[config.mk]
export PLATFORM = sky130hd
export DESIGN_NAME = byte_to_word_bridge
export DESIGN_NICKNAME = d
export VERILOG_FILES = /design/src/rtl/byte_to_word_bridge.sv
export SDC_FILE = /design/constraint.sdc
export NUM_CORES = 1
export LEC_CHECK = 0
export CORE_UTILIZATION = 30
export CTS_BUF_LIST = sky130_fd_sc_hd__clkbuf_4
export CTS_CLUSTER_SIZE = 30
export DETAILED_ROUTE_END_ITERATION = 6
export GPL_ROUTABILITY_DRIVEN = 0
export PLACE_DENSITY_LB_ADDON = 0.12
export SLEW_MARGIN = 20
export SYNTH_ARGS = -nofsm -noshare
export SYNTH_HDL_FRONTEND = slang
export SYNTH_SLANG_ARGS = --single-unit
[constraint.sdc]
create_clock -name clk -period 2.8 [get_ports clk]
set_input_delay 0.7 -clock clk [delete_from_list [all_inputs] [get_ports clk]]
set_output_delay 0.7 -clock clk [all_outputs]
set_load 0.03 [all_outputs]
[src/rtl/byte_to_word_bridge.sv]
// Byte-wide master to 32-bit word memory bridge (big-endian lanes). Coalesces byte
// writes to one word into a single masked word write; a one-word cache serves byte reads.
module byte_to_word_bridge #(
  parameter int unsigned read_cycles = 2
) (
  input  logic        clk,
  input  logic        reset_n,
  input  logic [31:0] byte_addr,
  input  logic        byte_wr,
  input  logic [7:0]  byte_wr_data,
  input  logic        byte_rd,
  output logic        byte_ready,
  output logic [7:0]  byte_rd_data,
  output logic        byte_rd_valid,
  input  logic        flush,
  output logic [31:0] word_addr,
  output logic [31:0] word_wr_data,
  output logic [3:0]  word_be,
  output logic        word_wr,
  output logic        word_rd,
  input  logic [31:0] word_rd_data
);

  typedef enum logic [1:0] {IDLE, FLUSH, RD_WAIT, RESP} state_t;

  localparam logic [3:0] LP_LAST = 4'(read_cycles - 1);

  state_t      r_state;
  state_t      w_next;
  logic [29:0] r_buf_addr;
  logic [31:0] r_buf_data;
  logic [3:0]  r_pend_be;
  logic [29:0] r_cache_tag;
  logic [31:0] r_cache_data;
  logic        r_cache_valid;
  logic [29:0] r_rd_tag;
  logic [1:0]  r_rd_off;
  logic [3:0]  r_cnt;

  logic [29:0] w_req_tag;
  logic [3:0]  w_lane_be;
  logic [31:0] w_be_mask;
  logic        w_pend;
  logic        w_same_word;
  logic        w_hit;
  logic        w_flush_hits_cache;
  logic        w_last;
  logic        w_wr_acc;
  logic        w_rd_acc;

  assign w_req_tag          = byte_addr[31:2];
  assign w_lane_be          = 4'b1000 >> byte_addr[1:0];
  assign w_pend             = |r_pend_be;
  assign w_same_word        = (w_req_tag == r_buf_addr);
  assign w_hit              = r_cache_valid && (r_cache_tag == w_req_tag);
  assign w_flush_hits_cache = r_cache_valid && (r_cache_tag == r_buf_addr);
  assign w_last             = (r_cnt == LP_LAST);
  assign w_be_mask          = {{8{r_pend_be[3]}}, {8{r_pend_be[2]}},
                               {8{r_pend_be[1]}}, {8{r_pend_be[0]}}};

  always_ff @(posedge clk or negedge reset_n) begin
    if (!reset_n) r_state <= IDLE;
    else          r_state <= w_next;
  end

  // NOTE: every output gets a default before the case so no path infers a latch.
  always_comb begin
    w_next        = r_state;
    w_wr_acc      = 1'b0;
    w_rd_acc      = 1'b0;
    byte_ready    = 1'b0;
    byte_rd_valid = 1'b0;
    byte_rd_data  = 8'h00;
    word_wr       = 1'b0;
    word_rd       = 1'b0;
    word_addr     = 32'h0;
    word_be       = 4'h0;
    word_wr_data  = 32'h0;
    case (r_state)
      IDLE: begin
        if (flush && w_pend) begin
          w_next = FLUSH;
        end else if (byte_wr) begin
          if (!w_pend || w_same_word) begin
            byte_ready = 1'b1;
            w_wr_acc   = 1'b1;
            if ((r_pend_be | w_lane_be) == 4'hF) w_next = FLUSH;
          end else begin
            w_next = FLUSH;
          end
        end else if (byte_rd) begin
          if (w_pend) begin
            w_next = FLUSH;
          end else begin
            byte_ready = 1'b1;
            w_rd_acc   = 1'b1;
            w_next     = w_hit ? RESP : RD_WAIT;
          end
        end else begin
          byte_ready = 1'b1;
        end
      end
      FLUSH: begin
        word_wr      = 1'b1;
        word_addr    = {r_buf_addr, 2'b00};
        word_be      = r_pend_be;
        word_wr_data = r_buf_data & w_be_mask;
        w_next       = IDLE;
      end
      RD_WAIT: begin
        word_addr = {r_rd_tag, 2'b00};
        word_rd   = (r_cnt == 4'd0);
        if (w_last) w_next = RESP;
      end
      RESP: begin
        byte_rd_valid = 1'b1;
        case (r_rd_off)
          2'd0:    byte_rd_data = r_cache_data[31:24];
          2'd1:    byte_rd_data = r_cache_data[23:16];
          2'd2:    byte_rd_data = r_cache_data[15:8];
          default: byte_rd_data = r_cache_data[7:0];
        endcase
        w_next = IDLE;
      end
      default: w_next = IDLE;
    endcase
  end

  // NOTE: sequential state uses non-blocking assignments so all registers update together.
  always_ff @(posedge clk or negedge reset_n) begin
    if (!reset_n) begin
      r_buf_addr    <= '0;
      r_buf_data    <= '0;
      r_pend_be     <= '0;
      r_cache_tag   <= '0;
      r_cache_data  <= '0;
      r_cache_valid <= 1'b0;
      r_rd_tag      <= '0;
      r_rd_off      <= '0;
      r_cnt         <= '0;
    end else begin
      if (w_wr_acc) begin
        if (!w_pend) r_buf_addr <= w_req_tag;
        r_pend_be <= r_pend_be | w_lane_be;
        for (int i = 0; i < 4; i++)
          if (w_lane_be[i]) r_buf_data[8*i +: 8] <= byte_wr_data;
      end
      // The cache stays coherent by absorbing the lanes of a flush to its own word.
      if (r_state == FLUSH) begin
        r_pend_be <= '0;
        if (w_flush_hits_cache)
          for (int i = 0; i < 4; i++)
            if (r_pend_be[i]) r_cache_data[8*i +: 8] <= r_buf_data[8*i +: 8];
      end
      if (w_rd_acc) begin
        r_rd_tag <= w_req_tag;
        r_rd_off <= byte_addr[1:0];
        r_cnt    <= '0;
      end
      if (r_state == RD_WAIT) begin
        if (w_last) begin
          r_cache_data  <= word_rd_data;
          r_cache_tag   <= r_rd_tag;
          r_cache_valid <= 1'b1;
        end else begin
          r_cnt <= r_cnt + 4'd1;
        end
      end
    end
  end

endmodule

==> run_1/cell_density.png <==
17 x 17 tiles, from white (low) to dark blue (high), 0 to 100% covered.
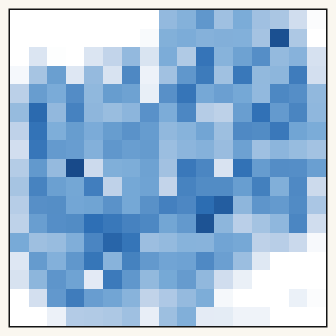
emptiest ninth of the die: south-east
mean over tiles: 41%
tiles over 75% full: 2.4%
area inside the core boundary: 28700 sq um
initial core utilization: 30.5%
post-route core utilization: 44.0%

==> run_1/clk_routes.png <==
The bar under the picture is 50 microns long.
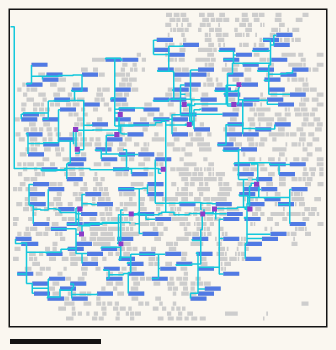
[purple] clock drivers | count: 17
[cyan] clock wires | length: 2390 microns
[blue] flip-flops | count: 167
flops lie: spread over the die
routed clock nets: 18
insertion delay of the later-clocked pin in the worst-skew pair: 0.60 ns
reported clock group power: 0.00141 W
skew final: 0.0335 ns
relative contribution of the clock network to total power: 10.4%

==> run_1/placement.png <==
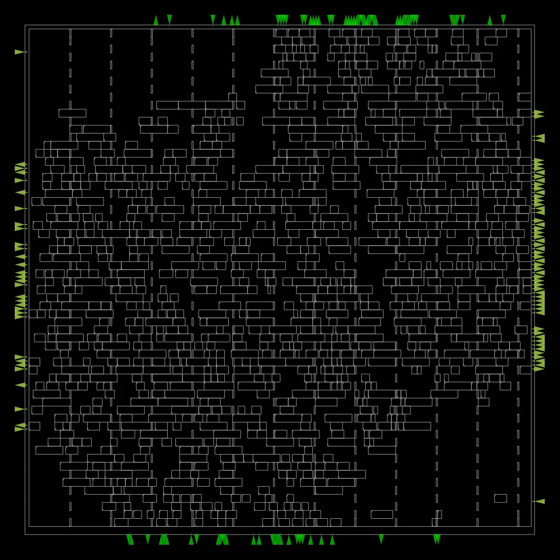
Rows: 62
number of tap instances: 384
fill cell instance count of the final layout: 2796
seq_cells: 167

==> run 1: sequential cells by signal, summed over array words and instances (netlist names) <==
signal and cells:
r_buf_addr 30, r_buf_data 32, r_cache_data 32, r_cache_tag 30, r_cache_valid 1, r_cnt 4
r_pend_be 4, r_rd_off 2, r_rd_tag 30, r_state 2
==> run 1: critical path, delay by kind of cell <==
kind                      cells  cell delay [ns]
buffers and inverters         2             0.59
and+or+nand+nor               4             0.97
xor gates and xnor gates      1             0.23
==> run 1: per-layer routing <==
metal / vias to the layer above / part of all wire [%]
met1: 3321 / 47
met2: 137 / 49
met5: - / 0
li1: 3159 / -
met4: 0 / 1.2
met3: 19 / 3.0
==> run 1: cell families (layout without fill, tap and decap cells) <==
| kind of cell | after synthesis | after routing | share of synthesized area [%] |
|---|---|---|---|
| XOR/XNOR | 91 | 91 | 9.12 |
| buffers and inverters | 50 | 320 | 2.28 |
| flip-flops | 167 | 167 | 47.8 |
| AND/OR/NAND/NOR | 171 | 171 | 11.3 |
| other | 1 | 4 | 0.0429 |
| adder cells (fa/ha/maj) | 7 | 7 | 1.00 |
| multiplexers | 167 | 167 | 22.1 |
| AND-OR/OR-AND | 83 | 83 | 6.35 |
==> run 1: final timing paths <==
| path | start | end | slack, ns | depth (start not counted) |
|---|---|---|---|---|
| setup / recovery | byte_addr[31] | byte_ready | -0.40 | 7 |
| min in group clk | byte_addr[19] | r_rd_tag[17] | 0.51 | 3 |
| max in group asynchronous | reset_n | r_rd_tag[3] | 1.99 | 2 |
| hold reg to reg | r_cnt[2] | r_cnt[2] | 0.54 | 1 |
| hold / removal | reset_n | r_buf_data[27] | 0.1 | 1 |
| setup reg to reg | r_buf_addr[17] | r_buf_data[30] | 0.16 | 9 |
==> run 1: where the power goes <==
part	leakage (nW)	switching, W	internal [W]
combinational	3.35	0.00347	0.00399
sequential	2.02	0.00114	0.00361
clock	0.128	0.00102	0.000386
total	5.50	0.00563	0.00799
==> run 1: Yosys cell counts (2+ instances only) <==
cell type,count
dfrtp_1,167
mux2_2,125
xnor2_1,58
nand2_1,44
o21ai_0,38
and3_1,35
mux2i_1,34
xor2_1,33
a22oi_1,30
nor2b_1,30
clkbuf_1,29
nand4_1,14
and2_1,12
buf_1,10
nor4_1,10
inv_1,8
mux4_2,8
ha_1,7
nand3_1,6
nand4_2,4
nor2_1,4
o21ba_2,4
a21oi_2,3
buf_4,3
nand2b_1,2
nor3_1,2
or2_2,2
==> run 1: layout make-up <==
class / instances / area, sq um / area share, %
Antenna cell: 2 / 5.00 / 0.0396
Tap cell: 384 / 480 / 3.80
Clock inverter: 14 / 134 / 1.06
Timing Repair Buffer: 281 / 2940 / 23.2
Clock buffer: 17 / 128 / 1.01
Sequential cell: 167 / 4180 / 33.1
Inverter: 8 / 30.0 / 0.238
Multi-Input combinational cell: 521 / 4740 / 37.5
==> run 1: repair_timing <==
action,in CTS,in global routing
hold buffers,0,0
resized,210,116
cloned,7,4
setup endpoints to repair,54,82
buffers inserted,9,18
pin swaps,20,13
==> run 1: metrics by stage <==
step,instances,hold slack [ns]
after detailed placement,1328,0.507
after CTS,1375,0.0878
after global placement,1328,0.504
final,1394,0.0960
after global routing,1394,0.0813
after floorplan,738,0.404
==> flow_summary.html, run 1 <==
<h2>Synthesis and place &amp; route</h2>
<table>
<tr><th>Metric</th><th>Value</th></tr>
<tr><th colspan="2">Status</th></tr>
<tr><td>Outcome</td><td>finished with violations</td></tr>
<tr><td>Violations in the final reports</td><td>negative setup slack</td></tr>
<tr><th colspan="2">Global route</th></tr>
<tr><td>Antenna violations before repair</td><td>1</td></tr>
<tr><td>GR met2 Demand/Resource</td><td>32.2%</td></tr>
<tr><td>Maximum number of pins on one net before global-route repair</td><td>roughly 65</td></tr>
<tr><td>Grt peak-use layer</td><td>met2</td></tr>
<tr><td>GRT Residual Overflow</td><td>0</td></tr>
<tr><td>Global-route wire length before repair</td><td>43.1 mm</td></tr>
<tr><td>Total global-route track usage</td><td>19.2%</td></tr>
<tr><td>Met3 Usage GRT</td><td>approximately 3.6%</td></tr>
<tr><td>Vias in the first global route</td><td>~7.0k</td></tr>
<tr><td>GR met1 Demand/Resource</td><td>between 20 and 30%</td></tr>
<tr><th colspan="2">Hold path</th></tr>
<tr><td>Hold Path Class</td><td>in -&gt; async</td></tr>
<tr><th colspan="2">Placed design</th></tr>
<tr><td>Post-Place Cell Area</td><td>11400 sq um</td></tr>
<tr><td>Worst-case setup slack after placement</td><td>-0.614 ns</td></tr>
<tr><td>Count of port buffers added during placement</td><td>between 150 and 200</td></tr>
<tr><th colspan="2">Yosys</th></tr>
<tr><td>Area leader, netlist</td><td>dfrtp_1</td></tr>
<tr><td>Average cell area after synthesis</td><td>11.9 sq um</td></tr>
<tr><td>Async S/R FF share, synth</td><td>100%</td></tr>
<tr><td>Instance count of the mapped netlist</td><td>737</td></tr>
<tr><td>Primary flip-flop cell chosen by synthesis mapping</td><td>dfrtp_1</td></tr>
<tr><td>Count of library flops with an enable pin</td><td>0</td></tr>
<tr><td>Cell count listed in synth_stat.txt</td><td>between 700 and 800</td></tr>
<tr><td>Cell area leaders</td><td>dfrtp_1 48%, mux2_2 16%, xnor2_1 5.8%</td></tr>
<tr><td>Portion of synthesized cell area occupied by the leading cell type</td><td>47.8%</td></tr>
<tr><td>Synth unique cells</td><td>42</td></tr>
<tr><td>Post-synthesis instance area</td><td>8740 sq um</td></tr>
<tr><td>Total cell area reported by yosys after synthesis</td><td>between 8000 and 9000 sq um</td></tr>
<tr><td>Sequential cell area fraction in the yosys report</td><td>approximately 48%</td></tr>
<tr><th colspan="2">Job</th></tr>
<tr><td>Max Cap Violations</td><td>0</td></tr>
<tr><td>Count of warning messages emitted by the tools</td><td>33</td></tr>
<tr><th colspan="2">CTS</th></tr>
<tr><td>Clock root buffer master</td><td>clkbuf_4</td></tr>
<tr><td>Clock sink count</td><td>167</td></tr>
<tr><td>Number of H-tree levels</td><td>4</td></tr>
<tr><td>Max Root-Sink Buffers</td><td>2</td></tr>
<tr><td>Clk slew on worst S/H paths</td><td>between 0.15 and 0.2 ns</td></tr>
<tr><td>Total CTS buffers</td><td>17</td></tr>
<tr><td>Clock tree from TritonCTS</td><td>built</td></tr>
<tr><th colspan="2">Worst setup path</th></tr>
<tr><td>Crit path launch type</td><td>input pin</td></tr>
<tr><td>Critical path's slowest cell</td><td>clkdlybuf4s50_1</td></tr>
<tr><td>CP cell instances</td><td>clkdlybuf4s50_1 &gt; xor2_1 &gt; nor4_2 &gt; nand3_1 &gt; or3_4 &gt; nand2_4 &gt; buf_12</td></tr>
<tr><td>Endpoint class of the critical path</td><td>primary output</td></tr>
<tr><td>Data arrival, critical path</td><td>2.50 ns</td></tr>
<tr><td>Highest cell delay on the worst timing path</td><td>0.47 ns</td></tr>
<tr><td>Critical Path Fanout Max</td><td>3</td></tr>
<tr><td>Crit path kind</td><td>in -&gt; out</td></tr>
<tr><td>Worst EP required</td><td>2.10 ns</td></tr>
<tr><th colspan="2">Timing</th></tr>
<tr><td>Unrepaired setup endpoints after global routing</td><td>true</td></tr>
<tr><td>Final hold vios</td><td>0</td></tr>
<tr><td>Number of pins with negative max-slew slack in the final report</td><td>0</td></tr>
<tr><td>Clock period minus worst slack</td><td>3.20 ns</td></tr>
<tr><td>Final cycle utilization of the critical path</td><td>114%</td></tr>
<tr><td>Worst max-slew margin expressed relative to the limit</td><td>55.2%</td></tr>
<tr><td>Highest achievable clock rate</td><td>between 300 and 400 MHz</td></tr>
<tr><td>Worst-case setup margin in the final layout</td><td>-0.396 ns</td></tr>
<tr><td>Worst Tran Pin Value</td><td>0.672 ns</td></tr>
<tr><td>Setup violators final</td><td>35</td></tr>
<tr><th colspan="2">Route</th></tr>
<tr><td>First-iteration detailed-routing DRC count</td><td>308</td></tr>
<tr><td>Detailed-router iteration count before antenna repair</td><td>5</td></tr>
<tr><td>Vias per cell</td><td>4.76</td></tr>
<tr><td>Wire length per cell after detailed routing</td><td>20.4 microns</td></tr>
<tr><td>Via count</td><td>6636</td></tr>
<tr><td>Count of nets left with antenna violations after detail routing</td><td>0</td></tr>
<tr><th colspan="2">Pwr</th></tr>
<tr><td>VDD IR-drop max</td><td>around 0.0005 V</td></tr>
<tr><td>Leakage power figure</td><td>5.50 nW</td></tr>
<tr><th colspan="2">Final layout</th></tr>
<tr><td>Share of final-layout standard cells stronger than drive strength 1</td><td>between 40% and 50%</td></tr>
<tr><td>Relative area change from synthesis to final layout</td><td>44.5%</td></tr>
<tr><td>Most instantiated logic cell after routing</td><td>dfrtp_1</td></tr>
<tr><td>Dominant logic cell types in the final layout</td><td>165 x dfrtp_1, 125 x mux2_2, 122 x buf_4</td></tr>
<tr><td>Net count of the finished layout</td><td>1080</td></tr>
<tr><th colspan="2">Die</th></tr>
<tr><td>Count of pins on the block boundary</td><td>157</td></tr>
<tr><td>Die Wd</td><td>173 microns</td></tr>
</table>
==> run 2, diff against run 1 <==
Settings changed: CORE_ASPECT_RATIO from default to 0.75, MAX_ROUTING_LAYER from default to met4.
==> flow_summary.html, run 2 <==
<h2>Synthesis and place &amp; route</h2>
<table>
<tr><th>Metric</th><th>Value</th></tr>
<tr><th colspan="2">Die</th></tr>
<tr><td>Rows</td><td>about 53</td></tr>
<tr><td>Total die area</td><td>29800 sq um</td></tr>
<tr><td>Overall die height</td><td>150 microns</td></tr>
<tr><td>Die Wd</td><td>199 microns</td></tr>
<tr><td>Count of pins on the block boundary</td><td>157</td></tr>
<tr><td>Initial core utilization</td><td>30.9%</td></tr>
<tr><th colspan="2">Worst setup path</th></tr>
<tr><td>Critical path's slowest cell</td><td>clkdlybuf4s50_1</td></tr>
<tr><td>CP cell instances</td><td>clkdlybuf4s50_1 &gt; xor2_1 &gt; nor4_2 &gt; buf_4 &gt; nand4_1 &gt; or3_4 &gt; nand2_4 &gt; buf_12</td></tr>
<tr><td>Highest cell delay on the worst timing path</td><td>0.44 ns</td></tr>
<tr><td>Origin of the critical flop-to-flop path</td><td>r_buf_addr[8]</td></tr>
<tr><td>Critical path depth</td><td>8</td></tr>
<tr><td>Crit path launch type</td><td>input pin</td></tr>
<tr><td>Critical Path Fanout Max</td><td>2</td></tr>
<tr><td>Critical path origin</td><td>byte_addr[30]</td></tr>
<tr><td>Delay-heaviest family, CP</td><td>simple AND/OR/NAND/NOR gates</td></tr>
<tr><td>Logic depth of the worst register-to-register path</td><td>11</td></tr>
<tr><td>Crit path kind</td><td>in -&gt; out</td></tr>
<tr><td>Endpoint class of the critical path</td><td>primary output</td></tr>
<tr><td>Number of buffer and inverter instances along the worst setup path</td><td>3</td></tr>
<tr><td>Data arrival, critical path</td><td>2.54 ns</td></tr>
<tr><td>Worst EP required</td><td>2.10 ns</td></tr>
<tr><th colspan="2">CTS</th></tr>
<tr><td>Clk slew on worst S/H paths</td><td>0.15 ns</td></tr>
<tr><td>Max Root-Sink Buffers</td><td>2</td></tr>
<tr><td>Number of H-tree levels</td><td>4</td></tr>
<tr><td>Insertion delay of the later-clocked pin in the worst-skew pair</td><td>0.59 ns</td></tr>
<tr><td>Clock tree from TritonCTS</td><td>built</td></tr>
<tr><td>Clock sink count</td><td>approximately 170</td></tr>
<tr><td>Total CTS buffers</td><td>17</td></tr>
<tr><td>Clock root buffer master</td><td>clkbuf_4</td></tr>
<tr><th colspan="2">Yosys</th></tr>
<tr><td>Cell area leaders</td><td>dfrtp_1 48%, mux2_2 16%, xnor2_1 5.8%</td></tr>
<tr><td>Total cell area reported by yosys after synthesis</td><td>just under 9000 sq um</td></tr>
<tr><td>Sequential cell area fraction in the yosys report</td><td>47.8%</td></tr>
<tr><td>Synth unique cells</td><td>between 40 and 50</td></tr>
<tr><td>Average cell area after synthesis</td><td>around 12 sq um</td></tr>
<tr><td>Portion of synthesized cell area occupied by the leading cell type</td><td>a little under half</td></tr>
<tr><td>Count of library flops with an enable pin</td><td>0</td></tr>
<tr><td>Cell count listed in synth_stat.txt</td><td>737</td></tr>
<tr><td>Leading cell type by number of instances after synthesis</td><td>dfrtp_1</td></tr>
<tr><td>Area leader, netlist</td><td>dfrtp_1</td></tr>
<tr><td>Post-synthesis register bit count</td><td>around 170</td></tr>
<tr><td>Leading post-synthesis cells by instance count</td><td>167 x dfrtp_1, 125 x mux2_2, 58 x xnor2_1</td></tr>
<tr><td>Yosys Warn Count</td><td>0</td></tr>
<tr><td>Async S/R FF share, synth</td><td>100%</td></tr>
<tr><td>Primary flip-flop cell chosen by synthesis mapping</td><td>dfrtp_1</td></tr>
<tr><td>Instance count of the mapped netlist</td><td>between 700 and 800</td></tr>
<tr><td>Post-synthesis instance area</td><td>8740 sq um</td></tr>
<tr><th colspan="2">Timing</th></tr>
<tr><td>Worst-case setup margin in the final layout</td><td>-0.439 ns</td></tr>
<tr><td>Worst Tran Pin Value</td><td>0.637 ns</td></tr>
<tr><td>Final cycle utilization of the critical path</td><td>116%</td></tr>
<tr><td>Number of pins with negative max-slew slack in the final report</td><td>0</td></tr>
<tr><td>Final hold vios</td><td>0</td></tr>
<tr><td>Final worst hold slack</td><td>0.515 ns</td></tr>
<tr><td>Setup violators final</td><td>25</td></tr>
<tr><td>Highest achievable clock rate</td><td>between 300 and 400 MHz</td></tr>
<tr><td>Worst max-slew margin expressed relative to the limit</td><td>57.6%</td></tr>
<tr><td>Unrepaired setup endpoints after global routing</td><td>true</td></tr>
<tr><td>Clock period minus worst slack</td><td>~3.2 ns</td></tr>
<tr><th colspan="2">Final layout</th></tr>
<tr><td>Largest registers</td><td>r_buf_data (32), r_cache_data (32)</td></tr>
<tr><td>Share of final-layout standard cells stronger than drive strength 1</td><td>between 40 and 50%</td></tr>
<tr><td>Fill cell instance count of the final layout</td><td>2742</td></tr>
<tr><td>Relative area change from synthesis to final layout</td><td>41.0%</td></tr>
<tr><td>Net count of the finished layout</td><td>1062</td></tr>
<tr><td>Dominant logic cell types in the final layout</td><td>165 x dfrtp_1, 111 x mux2_2, 105 x buf_4</td></tr>
<tr><td>Most instantiated logic cell after routing</td><td>dfrtp_1</td></tr>
<tr><th colspan="2">Global route</th></tr>
<tr><td>GR met2 Demand/Resource</td><td>26.9%</td></tr>
<tr><td>Grt peak-use layer</td><td>met1</td></tr>
<tr><td>Antenna violations before repair</td><td>1</td></tr>
<tr><td>Maximum number of pins on one net before global-route repair</td><td>65</td></tr>
<tr><td>Vias in the first global route</td><td>6694</td></tr>
<tr><td>Total global-route track usage</td><td>20.5%</td></tr>
<tr><td>Global-route wire length before repair</td><td>42.8 mm</td></tr>
<tr><td>GRT Residual Overflow</td><td>0</td></tr>
<tr><td>GR met1 Demand/Resource</td><td>32.4%</td></tr>
<tr><th colspan="2">Hold path</th></tr>
<tr><td>Hold Path Class</td><td>in -&gt; reg</td></tr>
<tr><td>Worst hold stages</td><td>3</td></tr>
<tr><td>Hold path startpoint</td><td>byte_addr[9]</td></tr>
<tr><th colspan="2">Route</th></tr>
<tr><td>Detailed-route DRC error count</td><td>0</td></tr>
<tr><td>First-iteration detailed-routing DRC count</td><td>357</td></tr>
<tr><td>Wire length per cell after detailed routing</td><td>21.1 microns</td></tr>
<tr><td>Detailed-router iteration count before antenna repair</td><td>5</td></tr>
<tr><td>Vias per cell</td><td>~4.8</td></tr>
<tr><td>Count of nets left with antenna violations after detail routing</td><td>0</td></tr>
<tr><th colspan="2">Placed design</th></tr>
<tr><td>Count of port buffers added during placement</td><td>154</td></tr>
<tr><td>Placed insts</td><td>1319</td></tr>
<tr><td>Placed wire-length estimate</td><td>19.7 mm</td></tr>
<tr><th colspan="2">Job</th></tr>
<tr><td>Max Cap Violations</td><td>0</td></tr>
<tr><td>Count of warning messages emitted by the tools</td><td>33</td></tr>
<tr><th colspan="2">Pwr</th></tr>
<tr><td>Leakage power figure</td><td>5.47 nW</td></tr>
<tr><td>Power per cell area</td><td>between 1000 and 1500 nW/um^2</td></tr>
<tr><td>VDD IR-drop max</td><td>around 0.00042 V</td></tr>
<tr><th colspan="2">Status</th></tr>
<tr><td>Violations in the final reports</td><td>negative setup slack</td></tr>
<tr><td>Outcome</td><td>finished with violations</td></tr>
</table>
## run 2: cell types whose count changed in the layout (fill, tap and decap cells not counted), moves of 17 or more
cell,change
buf_2,+29
buf_4,-17
and3_4,-18
buf_6,-41
and3_1,+18
## run 2: final timing paths
path | end | slack [ns]
max in group asynchronous | r_buf_data[11] | 1.45
max | byte_ready | -0.44
min | r_buf_addr[7] | 0.52
min in group asynchronous | r_rd_tag[17] | 0.58
max reg2reg | r_buf_data[12] | -0.10
min reg2reg | r_cnt[2] | 0.53
## run 2: cell families (layout without fill, tap and decap cells)
group / after synthesis / in the layout / synth area share, %
compound gates: 83 / 83 / 6.35
xor+xnor: 91 / 91 / 9.12
fa+ha+maj: 7 / 7 / 1.00
buf+inv: 50 / 303 / 2.28
flops: 167 / 167 / 47.8
mux: 167 / 167 / 22.1
other cells: 1 / 4 / 0.0429
simple gates: 171 / 171 / 11.3
## run 2: layout make-up
cell class              instances  area [sq um]  area share (%)
multi-input cells             521          4690            38.1
flip-flops and latches        167          4180            33.9
repair buffers                263          2680            21.8
well taps                     385           482            3.91
clock buffers                  19           143            1.16
clock inverters                13           106           0.863
inverters                       8          30.0           0.244
diodes                          2          5.00          0.0406
## run 2: worst min-delay path, delay by kind of cell
family,cells,cell delay (ns)
muxes,1,0.13
buffers and inverters,2,0.26
## run 2: routing by layer
metal / up-vias / wire [microns]
met3: 15 / 903
li1: 3109 / -
met5: - / 0
met4: 0 / 246
met2: 104 / 12000
met1: 3405 / 16000
## run 2: repair_timing
action | CTS | global route
setup endpoints to repair | 84 | 77
buffers inserted | 18 | 6
pin swaps | 11 | 12
hold buffers | 1 | 0
gates cloned | 4 | 3
endpoints found under the hold margin | 24 | 0
resized | 182 | 81
## run 2: stage by stage
stage          area (sq um)  setup TNS [ns]  total power (W)  worst slack (ns)
3_3_place_gp          11500          -24.83           0.0111            -0.776
6_report              12300           -2.42           0.0133            -0.439
5_1_grt               12300           -2.83           0.0141            -0.493
2_1_floorplan          8750               0          0.00842             0.141
4_1_cts               12300          -0.658           0.0131            -0.472
3_5_place_dp          11500          -24.73           0.0111            -0.772
## run 2: report_power, final
group / leakage [nW] / internal (W) / total, W / switching [W]
sequential: 2.02 / 0.00361 / 0.00478 / 0.00117
clock: 0.126 / 0.000452 / 0.00136 / 0.000911
combinational: 3.32 / 0.00372 / 0.00714 / 0.00342
==> run_2/placement.png <==
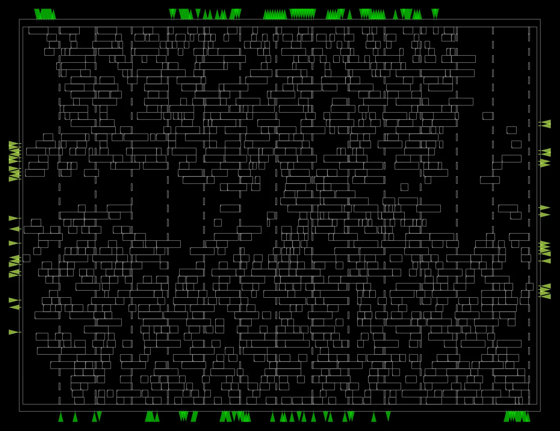
post-route core utilization: 43.5%
Final Instance Count excl. Fillers: 1378
fraction of area in registers: 33.9%
area inside the core boundary: 28300 sq um

==> run_2/clk_routes.png <==
The bar under the picture is 50 microns long.
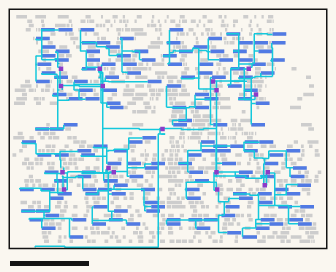
reported clock group power: 0.00136 W
relative contribution of the clock network to total power: 10.3%
skew final: 0.0281 ns

==> run_2/layer_met3.png <==
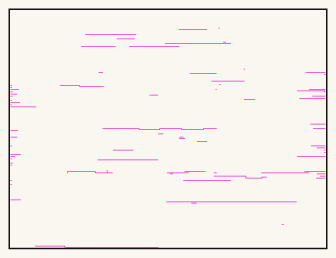
nets with wire on the layer: 62
main direction: horizontal
share of all routed wire: 3.1%
via count: 6633
Total Wirelength: 29.1 mm
met3 Usage GRT: 3.04%

==> run 3, diff against run 2 <==
Settings changed: DONT_BUFFER_PORTS from default to 1.
==> flow_summary.html, run 3 <==
<h2>Synthesis and place &amp; route</h2>
<table>
<tr><th>Metric</th><th>Value</th></tr>
<tr><th colspan="2">Timing</th></tr>
<tr><td>Highest achievable clock rate</td><td>roughly 320 MHz</td></tr>
<tr><td>Final cycle utilization of the critical path</td><td>112%</td></tr>
<tr><td>Worst max-slew margin expressed relative to the limit</td><td>54.3%</td></tr>
<tr><td>Clock period minus worst slack</td><td>approximately 3.1 ns</td></tr>
<tr><td>Setup violators final</td><td>15</td></tr>
<tr><td>Worst-case setup margin in the final layout</td><td>-0.341 ns</td></tr>
<tr><td>Worst Tran Pin Value</td><td>0.686 ns</td></tr>
<tr><td>Final hold vios</td><td>167</td></tr>
<tr><td>Unrepaired setup endpoints after global routing</td><td>true</td></tr>
<tr><td>Number of pins with negative max-slew slack in the final report</td><td>0</td></tr>
<tr><td>Final worst hold slack</td><td>-0.195 ns</td></tr>
<tr><td>Sum Neg Setup Slack</td><td>-1.25 ns</td></tr>
<tr><th colspan="2">CTS</th></tr>
<tr><td>Clk slew on worst S/H paths</td><td>0.13 ns</td></tr>
<tr><td>Clock root buffer master</td><td>clkbuf_4</td></tr>
<tr><td>Clock tree from TritonCTS</td><td>built</td></tr>
<tr><td>Number of H-tree levels</td><td>4</td></tr>
<tr><td>Max Root-Sink Buffers</td><td>2</td></tr>
<tr><td>Clock sink count</td><td>167</td></tr>
<tr><td>Total CTS buffers</td><td>17</td></tr>
<tr><th colspan="2">Route</th></tr>
<tr><td>Via count</td><td>6078</td></tr>
<tr><td>Wire length per cell after detailed routing</td><td>23.3 microns</td></tr>
<tr><td>Detailed-router iteration count before antenna repair</td><td>4</td></tr>
<tr><td>Detailed-route DRC error count</td><td>0</td></tr>
<tr><td>Count of nets left with antenna violations after detail routing</td><td>0</td></tr>
<tr><td>First-iteration detailed-routing DRC count</td><td>~330</td></tr>
<tr><td>Vias per cell</td><td>5.06</td></tr>
<tr><th colspan="2">Yosys</th></tr>
<tr><td>Post-synthesis compound-gate area fraction</td><td>approximately 6.4%</td></tr>
<tr><td>Dominant non-sequential cell family after synthesis</td><td>multiplexers</td></tr>
<tr><td>Cell count listed in synth_stat.txt</td><td>737</td></tr>
<tr><td>Portion of synthesized cell area occupied by the leading cell type</td><td>47.8%</td></tr>
<tr><td>Count of library flops with an enable pin</td><td>0</td></tr>
<tr><td>Yosys Warn Count</td><td>0</td></tr>
<tr><td>Simple-gate area share of the yosys netlist</td><td>11.3%</td></tr>
<tr><td>Sequential cell area fraction in the yosys report</td><td>47.8%</td></tr>
<tr><td>Post-synthesis register bit count</td><td>167</td></tr>
<tr><td>Share of cell area taken by muxes after synthesis</td><td>22.1%</td></tr>
<tr><td>Instance count of the mapped netlist</td><td>737</td></tr>
<tr><td>Primary flip-flop cell chosen by synthesis mapping</td><td>dfrtp_1</td></tr>
<tr><td>Average cell area after synthesis</td><td>11.9 sq um</td></tr>
<tr><td>Leading cell type by number of instances after synthesis</td><td>dfrtp_1</td></tr>
<tr><td>Cell area leaders</td><td>dfrtp_1 48%, mux2_2 16%, xnor2_1 5.8%</td></tr>
<tr><td>Leading post-synthesis cells by instance count</td><td>167 x dfrtp_1, 125 x mux2_2, 58 x xnor2_1</td></tr>
<tr><td>Area fraction in full adders, half adders and majority gates</td><td>under 10%</td></tr>
<tr><td>Total cell area reported by yosys after synthesis</td><td>8740 sq um</td></tr>
<tr><td>Xor/xnor share of the synthesized area</td><td>~9.1%</td></tr>
<tr><td>Area leader, netlist</td><td>dfrtp_1</td></tr>
<tr><td>Async S/R FF share, synth</td><td>100%</td></tr>
<tr><td>Post-synthesis instance area</td><td>8740 sq um</td></tr>
<tr><td>Synth unique cells</td><td>42</td></tr>
<tr><th colspan="2">Status</th></tr>
<tr><td>Outcome</td><td>finished with violations</td></tr>
<tr><td>Violations in the final reports</td><td>negative hold slack, negative setup slack</td></tr>
<tr><th colspan="2">Pwr</th></tr>
<tr><td>VDD IR-drop max</td><td>around 0.00052 V</td></tr>
<tr><td>Leakage power figure</td><td>4.52 nW</td></tr>
<tr><td>Cell Int Power</td><td>~0.0076 W</td></tr>
<tr><td>Net switching share of the total power</td><td>40.6%</td></tr>
<tr><td>Net Switching</td><td>0.00516 W</td></tr>
<tr><td>Comb power frac</td><td>48.4%</td></tr>
<tr><td>Part of the power in registers</td><td>approximately 38%</td></tr>
<tr><td>Power per cell area</td><td>1220 nW/um^2</td></tr>
<tr><th colspan="2">Die</th></tr>
<tr><td>Total die area</td><td>approximately 30000 sq um</td></tr>
<tr><td>Initial core utilization</td><td>between 30% and 40%</td></tr>
<tr><td>Overall die height</td><td>150 microns</td></tr>
<tr><td>Area inside the core boundary</td><td>28300 sq um</td></tr>
<tr><td>Die Wd</td><td>199 microns</td></tr>
<tr><td>Rows</td><td>53</td></tr>
<tr><td>Count of pins on the block boundary</td><td>157</td></tr>
<tr><th colspan="2">Final layout</th></tr>
<tr><td>Area used by sequential logic in the layout</td><td>4180 sq um</td></tr>
<tr><td>Net count of the finished layout</td><td>889</td></tr>
<tr><td>Relative area change from synthesis to final layout</td><td>19.4%</td></tr>
<tr><td>Share of final-layout standard cells stronger than drive strength 1</td><td>a little under two fifths</td></tr>
<tr><td>Most instantiated logic cell after routing</td><td>dfrtp_1</td></tr>
<tr><td>Combined area of the multi-input logic cells</td><td>4530 sq um</td></tr>
<tr><td>Fill cell instance count of the final layout</td><td>2760</td></tr>
<tr><td>Largest registers</td><td>r_buf_data (32), r_cache_data (32)</td></tr>
<tr><td>Dominant logic cell types in the final layout</td><td>165 x dfrtp_1, 122 x mux2_2, 74 x buf_4</td></tr>
<tr><th colspan="2">Worst setup path</th></tr>
<tr><td>Logic depth of the worst register-to-register path</td><td>11</td></tr>
<tr><td>Critical path's slowest cell</td><td>or3_4</td></tr>
<tr><td>Reg2Reg Capture Point</td><td>r_buf_data[4]</td></tr>
<tr><td>Crit path launch type</td><td>register</td></tr>
<tr><td>Highest cell delay on the worst timing path</td><td>0.44 ns</td></tr>
<tr><td>Data arrival, critical path</td><td>2.44 ns</td></tr>
<tr><td>Origin of the critical flop-to-flop path</td><td>r_buf_addr[9]</td></tr>
<tr><td>Endpoint class of the critical path</td><td>primary output</td></tr>
<tr><td>Worst EP required</td><td>about 2.1 ns</td></tr>
<tr><td>CP cell instances</td><td>xor2_2 &gt; nor4_2 &gt; buf_4 &gt; nand4_1 &gt; or3_4 &gt; nand2_4 &gt; buf_12</td></tr>
<tr><td>Worst reg2reg setup slack</td><td>-0.12 ns</td></tr>
<tr><td>Crit path kind</td><td>reg -&gt; out</td></tr>
<tr><td>Critical Path Fanout Max</td><td>2</td></tr>
<tr><th colspan="2">Global route</th></tr>
<tr><td>Vias in the first global route</td><td>roughly 6.2k</td></tr>
<tr><td>Global-route wire length before repair</td><td>~41 mm</td></tr>
<tr><td>Maximum number of pins on one net before global-route repair</td><td>168</td></tr>
<tr><td>GRT Residual Overflow</td><td>0</td></tr>
<tr><td>Antenna violations before repair</td><td>1</td></tr>
<tr><td>Total global-route track usage</td><td>19.5%</td></tr>
<tr><th colspan="2">Job</th></tr>
<tr><td>Count of warning messages emitted by the tools</td><td>37</td></tr>
<tr><td>Max Cap Violations</td><td>0</td></tr>
<tr><th colspan="2">Placed design</th></tr>
<tr><td>Count of port buffers added during placement</td><td>0</td></tr>
<tr><td>Placed wire-length estimate</td><td>19.7 mm</td></tr>
<tr><td>Worst-case setup slack after placement</td><td>-0.304 ns</td></tr>
<tr><th colspan="2">Hold path</th></tr>
<tr><td>Hold Path Class</td><td>in -&gt; async</td></tr>
</table>
==> run 3: kinds of logic after synthesis <==
family | count (synthesis)
buffers and inverters | 50
adders and majority gates | 7
AOI/OAI and AO/OA | 83
xor gates and xnor gates | 91
and+or+nand+nor | 171
other | 1
DFF | 167
muxes | 167
==> run 3: per-stage QoR <==
stage	power, W	utilization [%]	hold WS (ns)	area, sq um	std cells
after detailed placement	0.0107	34.5	0.407	9780	1161
after floorplan	0.00842	-	0.404	8750	738
final	0.0127	36.9	-0.195	10400	1201
after global placement	0.0105	34.5	0.409	9780	1161
after CTS	0.0126	36.2	-0.259	10300	1195
after global routing	0.0135	36.9	-0.275	10400	1201
==> run 3: worst max-delay path: cells and delay by family (launching register included) <==
| family | cells | cell delay, ns |
|---|---|---|
| AND/OR/NAND/NOR | 4 | 0.98 |
| flip-flops | 1 | 0.43 |
| XOR/XNOR | 1 | 0.18 |
| buffers and inverters | 2 | 0.28 |
==> run 3: worst max path at each step <==
stage                               from          to  slack, ns  cells past startpoint
after floorplan             byte_addr[6]  byte_ready       0.14                      6
after global placement     byte_addr[11]  byte_ready      -0.25                      7
after detailed placement   byte_addr[11]  byte_ready      -0.30                      7
after CTS                 r_buf_addr[18]  byte_ready      -0.44                      7
after global routing       r_buf_addr[9]  byte_ready      -0.50                      7
final                      r_buf_addr[9]  byte_ready      -0.34                      7
==> run 3: power groups by stage <==
stage | Combinational, W | Clock, W | Sequential, W
after floorplan | 0.00398 | 0 | 0.00444
after global placement | 0.00575 | 0 | 0.00477
after detailed placement | 0.00583 | 0 | 0.00483
after CTS | 0.00604 | 0.00181 | 0.00478
after global routing | 0.00660 | 0.00192 | 0.00497
final | 0.00615 | 0.00174 | 0.00482
==> run 3: final cells by class <==
cell class,instances,area share [%]
Clock inverter,10,1.95
Tap cell,385,4.61
Clock buffer,19,1.37
Antenna cell,1,0.0240
Timing Repair Buffer,90,8.27
Sequential cell,167,40.1
Inverter,8,0.288
Multi-Input combinational cell,521,43.4
==> run 3: metal layers <==
metal,track usage (%),vias up,wire length [microns]
met1,28.8,3203,14000
met5,-,-,0
li1,-,2748,-
met3,4.21,18,1350
met4,4.46,0,263
met2,26.8,109,12300
==> run 3: repair_timing <==
item,CTS,global route
pin swaps,3,4
setup endpoints to repair,78,50
hold endpoints to repair,167,167
setup buffers,5,3
gates resized,20,34
gates cloned,0,2
==> run_3/clk_routes.png <==
The bar under the picture is 50 microns long.
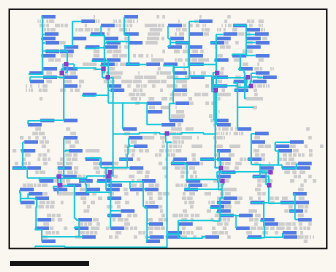
[cyan] clock wires | length: 2360 microns
[blue] flip-flops | count: 167
[purple] clock drivers | count: 17
routed clock nets: 18
flops lie: spread over the die
insertion delay of the later-clocked pin in the worst-skew pair: 0.58 ns
reported clock group power: 0.00174 W
skew final: 0.0330 ns
relative contribution of the clock network to total power: 13.7%

==> run_3/io_placement.png <==
Pins as bars across the die edge, other pins in grey.
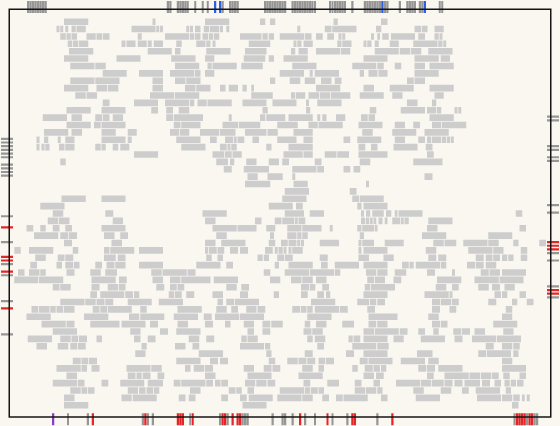
[blue] word_be | pins: 4 | direction: output | edge: north
[purple] clk | pins: 1 | direction: input | edge: south
[red] word_addr | pins: 32 | direction: output | edge: 22 south, 5 east, 5 west

==> run_3/layer_met3.png <==
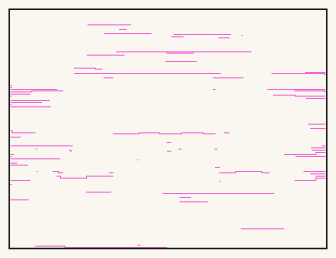
nets with wire on the layer: 61
longest straight run: 92.0 microns
share of all routed wire: 4.8%
met3 Usage GRT: 4.21%
Total Wirelength: 28.0 mm

Power is estimated from default activity; no workload was simulated.
